<file path="config.mk">
export PLATFORM = sky130hd
export DESIGN_NAME = lrf_frame_packer
export DESIGN_NICKNAME = d
export VERILOG_FILES = /design/src/rtl/lrf_pkg.sv /design/src/rtl/lrf_sync_fifo.sv /design/src/rtl/lrf_frame_packer.sv
export SDC_FILE = /design/constraint.sdc
export NUM_CORES = 1
export LEC_CHECK = 0
export ABC_AREA = 1
export CAP_MARGIN = 30
export CORE_ASPECT_RATIO = 1.5
export CORE_UTILIZATION = 29
export CTS_CLUSTER_SIZE = 30
export DETAILED_ROUTE_END_ITERATION = 8
export GPL_ROUTABILITY_DRIVEN = 0
export PLACE_DENSITY = 0.46
export SKIP_LAST_GASP = 1
export SYNTH_ARGS = -nofsm -noshare
export SYNTH_HDL_FRONTEND = slang
export SYNTH_SLANG_ARGS = --single-unit
</file>
<file path="constraint.sdc">
create_clock -name aclk -period 2.58 [get_ports aclk]
set_clock_uncertainty 0.1 [all_clocks]
set_input_delay 0.516 -clock aclk [delete_from_list [all_inputs] [get_ports aclk]]
set_output_delay 0.516 -clock aclk [all_outputs]
set_load 0.01 [all_outputs]
</file>
<file path="src/rtl/lrf_pkg.sv">
// Shared LRF frame-ingress types and frame geometry, also used by the downstream buffer.
package lrf_pkg;

  typedef enum logic [1:0] {IDLE, PASS, PAD} lrf_state_e;

  localparam int LRF_FRAME_WIDTH  = 512;
  localparam int LRF_FRAME_HEIGHT = 512;
  localparam int LRF_TOTAL        = LRF_FRAME_WIDTH * LRF_FRAME_HEIGHT;

  // A one-pixel frame still needs a one-bit index.
  function automatic int lrf_idx_w(input int total);
    return (total > 1) ? $clog2(total) : 1;
  endfunction

  localparam int LRF_IDX_W = lrf_idx_w(LRF_TOTAL);

endpackage

</file>
<file path="src/rtl/lrf_sync_fifo.sv">
// First-word fall-through skid FIFO with registered full/empty flags.
module lrf_sync_fifo #(
  parameter int WIDTH = 10,
  parameter int DEPTH = 16
) (
  input  logic             aclk,
  input  logic             aresetn,
  input  logic             push,
  input  logic [WIDTH-1:0] push_data,
  input  logic             pop,
  output logic [WIDTH-1:0] head,
  output logic             full,
  output logic             empty
);

  localparam int AW = $clog2(DEPTH);
  localparam logic [AW:0] DEPTH_C = DEPTH[AW:0];

  logic [WIDTH-1:0] mem [DEPTH];
  logic [AW-1:0]    wr_ptr, rd_ptr;
  logic [AW:0]      count, count_nxt;
  logic             do_push, do_pop;

  assign do_push = push & ~full;
  assign do_pop  = pop & ~empty;
  assign head    = mem[rd_ptr];

  always_comb begin
    count_nxt = count + {{AW{1'b0}}, do_push} - {{AW{1'b0}}, do_pop};
  end

  always_ff @(posedge aclk) begin
    if (!aresetn) begin
      wr_ptr <= '0;
      rd_ptr <= '0;
      count  <= '0;
      full   <= 1'b0;
      empty  <= 1'b1;
    end else begin
      if (do_push) wr_ptr <= wr_ptr + AW'(1);
      if (do_pop)  rd_ptr <= rd_ptr + AW'(1);
      count <= count_nxt;
      full  <= (count_nxt == DEPTH_C);
      empty <= (count_nxt == '0);
    end
  end

  always_ff @(posedge aclk) begin
    if (do_push) mem[wr_ptr] <= push_data;
  end

endmodule

</file>
<file path="src/rtl/lrf_frame_packer.sv">
// Sensor pixel stream to fixed-size AXI4-Stream frames; repairs short, long and
// overflowed frames by zero-padding or discard, counting each case.
module lrf_frame_packer
  import lrf_pkg::*;
#(
  parameter int FRAME_WIDTH  = 512,
  parameter int FRAME_HEIGHT = 512,
  parameter int PIXEL_WIDTH  = 8,
  parameter int FIFO_DEPTH   = 16,
  parameter int CNT_WIDTH    = 16
) (
  input  logic                   aclk,
  input  logic                   aresetn,
  input  logic                   enable,
  input  logic [PIXEL_WIDTH-1:0] vid_data,
  input  logic                   vid_valid,
  input  logic                   vid_fs,
  output logic [PIXEL_WIDTH-1:0] m_axis_tdata,
  output logic                   m_axis_tvalid,
  input  logic                   m_axis_tready,
  output logic                   m_axis_tlast,
  output logic                   m_axis_tuser,
  output logic [CNT_WIDTH-1:0]   frame_count,
  output logic [CNT_WIDTH-1:0]   short_count,
  output logic [CNT_WIDTH-1:0]   ovf_count,
  output logic [CNT_WIDTH-1:0]   long_count,
  output logic [CNT_WIDTH-1:0]   drop_count
);

  localparam int TOTAL = FRAME_WIDTH * FRAME_HEIGHT;
  localparam int IDX_W = lrf_idx_w(TOTAL);
  localparam logic [IDX_W-1:0] LAST_IDX = IDX_W'(TOTAL - 1);
  localparam int EW = PIXEL_WIDTH + 2;
  localparam int NCNT = 5;

  lrf_state_e state, state_nxt;
  logic [IDX_W-1:0] idx, idx_nxt;
  logic extra, extra_nxt;
  logic at_last, fs_ok;

  logic                   push, push_user, push_last;
  logic [PIXEL_WIDTH-1:0] push_data;
  logic [EW-1:0]          head;
  logic                   full, empty, pop;

  // Counter slots: 0 frame, 1 short, 2 ovf, 3 long, 4 drop.
  logic [NCNT-1:0]                inc;
  logic [NCNT-1:0][CNT_WIDTH-1:0] cnt;

  assign at_last = (idx == LAST_IDX);
  assign fs_ok   = vid_valid & vid_fs;

  always_ff @(posedge aclk) begin
    if (!aresetn) begin
      state <= IDLE;
      idx   <= '0;
      extra <= 1'b0;
    end else begin
      state <= state_nxt;
      idx   <= idx_nxt;
      extra <= extra_nxt;
    end
  end

  always_comb begin
    state_nxt = state;
    unique case (state)
      IDLE:    if (fs_ok && enable && !full && !at_last) state_nxt = PASS;
      PASS:    if (vid_valid && (vid_fs || full))        state_nxt = PAD;
               else if (vid_valid && at_last)            state_nxt = IDLE;
      PAD:     if (!full && at_last)                     state_nxt = IDLE;
      default: state_nxt = IDLE;
    endcase
  end

  always_comb begin
    push      = 1'b0;
    push_data = '0;
    push_user = 1'b0;
    inc[4:1]  = '0;
    extra_nxt = extra;
    unique case (state)
      IDLE: begin
        if (fs_ok) begin
          extra_nxt = 1'b0;
          if (enable && !full) begin
            push      = 1'b1;
            push_data = vid_data;
            push_user = 1'b1;
          end else begin
            inc[4] = 1'b1;
          end
        end else if (vid_valid && extra) begin
          inc[3]    = 1'b1;
          extra_nxt = 1'b0;
        end
      end
      PASS: begin
        if (vid_valid) begin
          if (vid_fs)     inc[1] = 1'b1;
          else if (full)  inc[2] = 1'b1;
          else begin
            push      = 1'b1;
            push_data = vid_data;
            // Any further non-fs pixel before the next start marks a long frame.
            if (at_last) extra_nxt = 1'b1;
          end
        end
      end
      PAD:     push = ~full;
      default: ;
    endcase
    push_last = push & at_last;
    inc[0]    = push_last;
    idx_nxt   = push ? (at_last ? '0 : idx + IDX_W'(1)) : idx;
  end

  assign pop = m_axis_tvalid & m_axis_tready;

  lrf_sync_fifo #(
    .WIDTH (EW),
    .DEPTH (FIFO_DEPTH)
  ) u_fifo (
    .aclk      (aclk),
    .aresetn   (aresetn),
    .push      (push),
    .push_data ({push_data, push_last, push_user}),
    .pop       (pop),
    .head      (head),
    .full      (full),
    .empty     (empty)
  );

  assign m_axis_tvalid = ~empty;
  assign m_axis_tdata  = head[EW-1:2];
  assign m_axis_tlast  = head[1];
  assign m_axis_tuser  = head[0];

  for (genvar g = 0; g < NCNT; g++) begin : g_cnt
    always_ff @(posedge aclk) begin
      if (!aresetn)                  cnt[g] <= '0;
      else if (inc[g] && ~&cnt[g])   cnt[g] <= cnt[g] + CNT_WIDTH'(1);
    end
  end

  assign frame_count = cnt[0];
  assign short_count = cnt[1];
  assign ovf_count   = cnt[2];
  assign long_count  = cnt[3];
  assign drop_count  = cnt[4];

endmodule

</file>
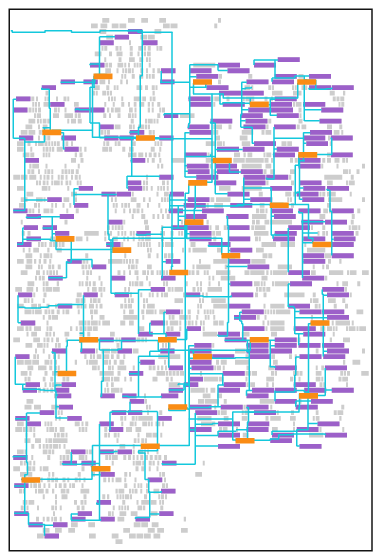
Figure 1: routed clock nets over the placement.
Key: clock-net drivers = orange [count 28]; flip-flops = purple [count 280]; clock wires = cyan [length 4,020 um]
Position of the flops: widely spread. There are 29 routed clock nets.

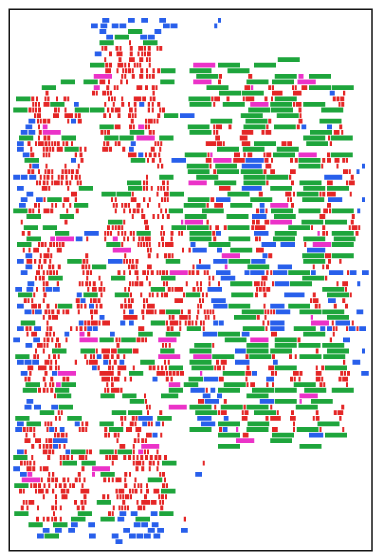
Figure 2: placement by cell class.
Key: remaining buffers and delay cells = blue [cells 209, share of their area 15%]; clock drivers and dummy loads = magenta [cells 52, share of their area 5.7%]; sequential cells = green [cells 280, share of their area 44%]; remaining logic cells = red [cells 1,174, share of their area 35%]

==> impl_metrics.yaml <==
# yosys + openroad results
outcome:
  run_status: "finished, violations left"
  violations: "negative setup slack"
global_routing:
  grt_pass1_wl_mm: 59.1
  antenna_found_initial: 0
  grt-ovfl-total: 0
  grt_pass1_vias: 10889
cts:
  cts-root-buf: "clkbuf_16"
  ctsHoldBuffers: 0
  clock_path_buffers: 3
  cts.sinks: 280
  cts.clk_slew.worst_paths_ns: 0.06
  tritoncts: "built"
  cts_buffers: 28
setup_path:
  cp-start-kind: "flip-flop"
  worstSetupPathType: "reg -> out"
  crit_fanout: 6
  ff2ff_setup_slack_ns: 0.25
  r2r-end: "u_fifo.mem[2][6]"
  end_kind: "output port"
  cp.arrival_ns: 2.15
  r2r-start: "state[1]"
  crit_path_end: "m_axis_tdata[0]"
yosys:
  ys_cells: 1509
  ys.flop_type: "edfxtp_1"
  synthesis.area_um2: 13100
  syn_inst: 1509
  synthArstFlopShare_pct: 0
  yosysUniqueCellTypes: 39
  synth_top_area_share_pct: 36.7
  ys_seq_share_pct: 55.1
  fp_nets: 1540
  largest_area_cell: "edfxtp_1"
  ys_warn_count: 0
  edf_count: 160
timing:
  rsz0062_at_grt: "true"
  slew_headroom_pct: 31.4
  fin_crit_ns: 2.76
  fin_crit_sh_pct: 107
  holdWs_ns: 0.358
  setup_ws_ns: -0.185
  hold_viol: 0
  setup_viol: 9
route:
  ant_nets: 0
  vias: 10864
  vias_per_cell: 4.74
  drt_iter0_drc: 506
  post_drt_wl_per_cell_um: 16.7
  firstDrtPassIters: 5
flow_run:
  warnings: 31
  cap_violations: 0
floorplanning:
  rows: 94
  io_pins: 105
  core-area_um2: 44200
  fp.dieW_um: 175
  dieHeight_um: 262
cells_and_area:
  post-route-util_pct: 38.6
  reg_top3: "u_fifo.mem x160, idx x18"
  final_cell_count_no_fill: 2291
  nNetsFinal: 1724
  largest_reg_flops: 160
  syn2layout_area_growth_pct: 30.7
  top_register: "u_fifo.mem"
placed_design:
  hpwlAfterDp_mm: 25.2
  place_inst: 2215
power_and_ir_drop:
  peakVddDrop_mv: 0.501
  powerDensity_nw_per_um2: 670
  power_mw: 11.4
worst_hold_path:
  worstHoldPathCells: 2
-- per-layer routing --
metal / global-route usage (%) / share of wire, %
met5: 0 / 0
met4: 6.06 / 2.9
met3: 2.16 / 3.8
met2: 32.2 / 54
met1: 17.7 / 39
-- critical path, stage by stage, from the launching register on --
cell and delay (ns):
dfxtp_4 0.37, buf_12 0.15, buf_4 0.14, clkbuf_16 0.15, o21ai_1 0.17, o22ai_1 0.11
o211ai_1 0.25, nand2_1 0.10, buf_2 0.15
-- cells in the mapped netlist (all sizes together) (16+ instances only) --
master	instances
xor2	36
inv	148
clkbuf	41
nor3	44
nand3	85
nand4	17
nor2	221
o21ai	112
edfxtp	160
ha	16
o221ai	26
a21oi	87
dfxtp	120
nand2	316
-- timing repair --
item / CTS / global route
resized: 104 / 35
endpoints found under the hold margin: 0 / 0
cloned: 5 / 3
pin swaps: 38 / 32
endpoints found under the setup margin: 10 / 10
setup buffers: 12 / 6
-- through the flow --
stage,area (um^2),worst slack (ns)
6_report,17100,-0.185
5_1_grt,17100,-0.306
4_1_cts,16900,-0.136
3_5_place_dp,15600,-0.301
3_3_place_gp,15600,-0.242
2_1_floorplan,13100,0.257
-- power by group --
part | switching [mW] | internal, mW
registers | 0.0770 | 4.85
logic | 1.29 | 1.08
clock network | 1.84 | 2.30
total | 3.21 | 8.23
-- cell families (layout without fill, tap and decap cells) --
group / count (synthesis) / after routing / synth area share [%]
buf+inv: 206 / 412 / 6.17
flops: 280 / 280 / 55.1
xor+xnor: 51 / 51 / 3.42
compound gates: 257 / 257 / 11.1
fa+ha+maj: 17 / 17 / 1.68
simple gates: 698 / 698 / 22.5
-- cell type report --
class	instances	area [um^2]
fillers	4534	27100
flip-flops and latches	280	7210
multi-input cells	1023	5220
repair buffers	209	2430
well taps	576	721
clock buffers	30	708
inverters	151	574
clock inverters	22	216
No activity file was given, so power comes from the tool's default toggle rates.
